**config.mk**
```make
export PLATFORM = sky130hd
export DESIGN_NAME = dot_int_acc
export DESIGN_NICKNAME = d
export VERILOG_FILES = /design/src/rtl/dot_int_acc.sv
export SDC_FILE = /design/constraint.sdc
export NUM_CORES = 1
export LEC_CHECK = 0
export CORE_MARGIN = 2
export CORE_UTILIZATION = 63
export CTS_CLUSTER_SIZE = 24
export DETAILED_ROUTE_END_ITERATION = 7
export PLACE_DENSITY = 0.94
export SLEW_MARGIN = 10
export SYNTH_ARGS = -nofsm -noshare
export SYNTH_HDL_FRONTEND = slang
export SYNTH_SLANG_ARGS = --single-unit
```
**constraint.sdc**
```tcl
create_clock -name clk -period 7.35 [get_ports clk]
set_input_delay 1.8375 -clock clk [delete_from_list [all_inputs] [get_ports clk]]
set_output_delay 1.8375 -clock clk [all_outputs]
set_load 0.05 [all_outputs]
```
**src/rtl/dot_int_acc.sv**
```systemverilog
// dot_int_acc -- streaming signed integer dot-product accumulator.
//
// Each accepted beat carries LANES pairs of signed IDATA_WIDTH elements. The
// block multiplies lane-wise, sums the products and accumulates the beat sums
// across a vector. The vector is delimited by in_last. When the final beat has
// been accumulated, the vector result is presented on the output port.
//
// Pipeline:
//   stage 1 : LANES registered products (2*IDATA_WIDTH bits each)
//   stage 2 : registered full-precision sum of the products
//   stage 3 : accumulator, sticky overflow flag, result register
//
// Handshake (both ports): a transfer happens on a rising edge where valid and
// ready are both 1. A producer holds valid and its data steady until that edge.
// Here the output register is the only point of backpressure. While a result
// is held (out_valid=1, out_ready=0), every stage freezes and in_ready is 0.
//
// Ports:
//   clk, rst        sole clock; synchronous active-high reset
//   in_valid/ready  input beat handshake, in_last marks the final beat
//   in_dataA/B      packed signed elements, lane i at [i*IDATA_WIDTH +: IDATA_WIDTH]
//   out_valid/ready result handshake
//   out_data        signed dot-product result (ACC_WIDTH bits)
//   out_ovf         an accumulate in this result's vector overflowed
module dot_int_acc #(
  parameter int LANES       = 4,
  parameter int IDATA_WIDTH = 8,
  parameter int ACC_WIDTH   = 32,
  parameter bit SATURATE    = 1'b1
) (
  input  logic                         clk,
  input  logic                         rst,
  input  logic                         in_valid,
  output logic                         in_ready,
  input  logic                         in_last,
  input  logic [LANES*IDATA_WIDTH-1:0] in_dataA,
  input  logic [LANES*IDATA_WIDTH-1:0] in_dataB,
  output logic                         out_valid,
  input  logic                         out_ready,
  output logic [ACC_WIDTH-1:0]         out_data,
  output logic                         out_ovf
);

  localparam int LG = (LANES > 1) ? $clog2(LANES) : 0;
  localparam int PW = 2 * IDATA_WIDTH;
  localparam int SW = PW + LG;

  localparam logic [ACC_WIDTH-1:0] ACC_MAX = {1'b0, {(ACC_WIDTH-1){1'b1}}};
  localparam logic [ACC_WIDTH-1:0] ACC_MIN = {1'b1, {(ACC_WIDTH-1){1'b0}}};

  logic stall;
  logic accept;

  // Stage 1 registers
  logic                 s1_valid;
  logic                 s1_last;
  logic signed [PW-1:0] s1_prod [LANES];

  // Stage 2 registers
  logic                 s2_valid;
  logic                 s2_last;
  logic signed [SW-1:0] s2_sum;

  // Stage 3 state
  logic signed [ACC_WIDTH-1:0] acc;
  logic                        sticky;
  logic                        first;

  // Combinational next values
  logic signed [PW-1:0]        prod_c [LANES];
  logic signed [SW-1:0]        sum_c;
  logic signed [ACC_WIDTH-1:0] ext_c;
  logic signed [ACC_WIDTH-1:0] add_c;
  logic                        add_ovf;
  logic signed [ACC_WIDTH-1:0] acc_nxt;
  logic                        sticky_nxt;

  assign stall    = out_valid & ~out_ready;
  assign in_ready = ~stall;
  assign accept   = in_valid & in_ready;

  always_comb begin
    for (int i = 0; i < LANES; i++) begin
      prod_c[i] = $signed(in_dataA[i*IDATA_WIDTH +: IDATA_WIDTH]) *
                  $signed(in_dataB[i*IDATA_WIDTH +: IDATA_WIDTH]);
    end
  end

  // The sum width has log2(LANES) guard bits, so no term can overflow it.
  always_comb begin
    sum_c = '0;
    for (int i = 0; i < LANES; i++) begin
      sum_c = sum_c + SW'(s1_prod[i]);
    end
  end

  // A first beat loads the sign-extended sum. That value always fits, so only
  // later beats can overflow. An add overflows when both operands share a sign
  // and the result has the other sign. Saturation picks the clamp value from
  // the operand sign.
  always_comb begin
    ext_c   = ACC_WIDTH'(s2_sum);
    add_c   = acc + ext_c;
    add_ovf = (acc[ACC_WIDTH-1] == ext_c[ACC_WIDTH-1]) &&
              (add_c[ACC_WIDTH-1] != acc[ACC_WIDTH-1]);
    if (first) begin
      acc_nxt    = ext_c;
      sticky_nxt = 1'b0;
    end else begin
      if (add_ovf && SATURATE) begin
        acc_nxt = acc[ACC_WIDTH-1] ? ACC_MIN : ACC_MAX;
      end else begin
        acc_nxt = add_c;
      end
      sticky_nxt = sticky | add_ovf;
    end
  end

  always_ff @(posedge clk) begin
    if (rst) begin
      s1_valid  <= 1'b0;
      s1_last   <= 1'b0;
      for (int i = 0; i < LANES; i++) begin
        s1_prod[i] <= '0;
      end
      s2_valid  <= 1'b0;
      s2_last   <= 1'b0;
      s2_sum    <= '0;
      acc       <= '0;
      sticky    <= 1'b0;
      first     <= 1'b1;
      out_valid <= 1'b0;
      out_data  <= '0;
      out_ovf   <= 1'b0;
    end else if (!stall) begin
      s1_valid <= accept;
      if (accept) begin
        s1_last <= in_last;
        for (int i = 0; i < LANES; i++) begin
          s1_prod[i] <= prod_c[i];
        end
      end

      s2_valid <= s1_valid;
      s2_last  <= s1_last;
      s2_sum   <= sum_c;

      if (s2_valid) begin
        acc    <= acc_nxt;
        sticky <= sticky_nxt;
        first  <= s2_last;
        if (s2_last) begin
          out_data <= acc_nxt;
          out_ovf  <= sticky_nxt;
        end
      end

      // Without a stall, any held result was consumed on this edge. A newly
      // completed vector keeps the valid bit set.
      out_valid <= s2_valid & s2_last;
    end
  end

endmodule

```
Figure 1. Drive-strength map.
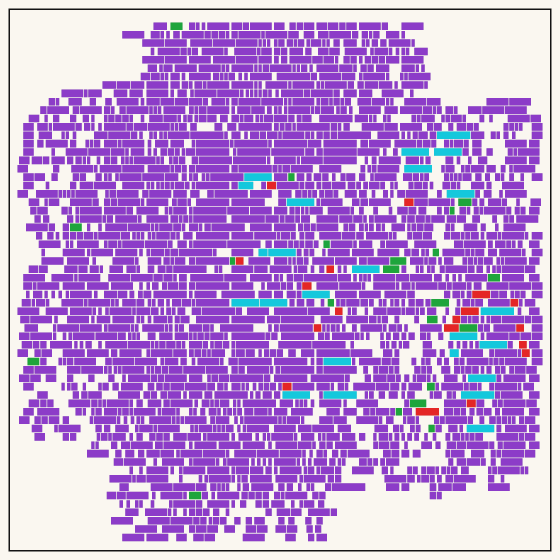
[x1 and smaller] purple | cells: 2050 | share: 97% | most used: inv_1
[x6 and larger] cyan | cells: 24 | share: 1.1% | most used: clkbuf_16
[x2] green | cells: 21 | share: 0.99% | most used: mux2_2
[x3 and x4] red | cells: 18 | share: 0.85% | most used: buf_4
synth-to-layout area growth: 11.12%
final standard cell area without fillers: 0.02054 mm²

==> Table 3: Implementation characteristics <==
Physical design parameters

Parameter                              Value

Worst setup path
  Crit path max-delay cell type    clkdlybuf4s50_1
  Crit path max-delay family    adder cells
  Setup slack on the worst flop-to-flop path    ~3.4 ns
  CP dominant cell by count    inv_1
  Cell depth of the worst setup path    19
  Worst path max stage delay    approximately 0.66 ns

Placed design
  Placed cells    ~2500
  Setup WS pre-CTS    roughly 0.57 ns
  Hpwl dp    34290 µm

Floorplanning
  Taps Inserted    around 380
  FP Util    between 60 and 70%

Drt
  Sum of routed wire length over all layers    43890 µm
  Met2 wire length    between 20000 and 25000 µm
  Total via count after detailed routing    between 10000 and 15000

Yosys
  Yosys cell count    ~2000
  Dominant cell type by area after synthesis    fa_1
  Cell area after synthesis    roughly 0.018 mm²
  Total of flip-flops plus latches after synthesis    between 150 and 200
  Dominant kind of combinational cell    adder cells
  Yosys warning count    0

Global route
  Initial antenna violation count    0
  Total global routing overflow    0
  Met1 Use GR    about 38%
  Grt met3 use    3.723%
  Via count of the first global-routing pass    15260

Clock tree
  CTS sink count    approximately 150
  Latest clock arrival within the worst-skew pair    0.43 ns
  Clock tree from TritonCTS    done
  CTS clk-pin slew, worst paths    approximately 0.07 ns

Pwr
  Power consumed by the clock network    0.952 mW
  Seq power    around 1.3 mW
  Maximum vdd drop    roughly 280 µV
  Largest Pwr Group    combinational logic
  Combinational fraction of design power    between 60% and 70%
  Sequential share of power    between 15 and 20%

Layout
  Layout cells sized above 1    2.982%
  Flops    roughly 150
  Area taken by multi-input logic gates    ~0.013 mm²
  Top logic cells by instance count in the layout    340 x inv_1, 254 x fa_1, 196 x and2_1
  Biggest registers after layout    s1_prod (64), acc (32), out_data (32)

Status
  Result of the run    completed

Job
  Number of warning messages in the logs    26

STA
  Number of max-slew violations in the final report    0

Hold path
  Worst hold start    out_data[6]
  Worst-case hold path end point    out_data[6]
  Worst hold path stage count    2
Figure 2. Cell placement.
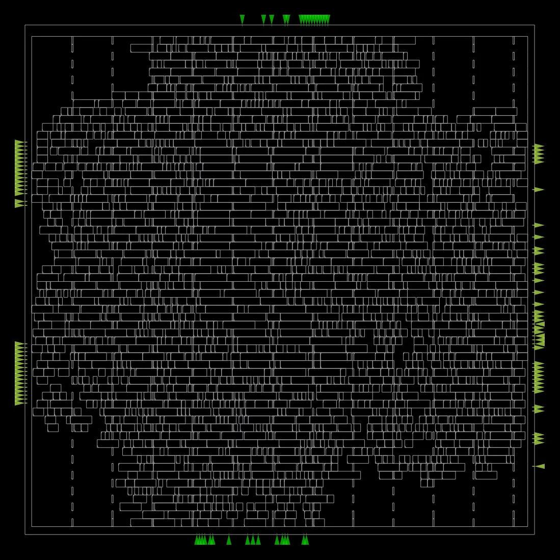
standard cell core area: 0.02878 mm²
fill cell count: 1957

Power and IR drop assume default switching activity.
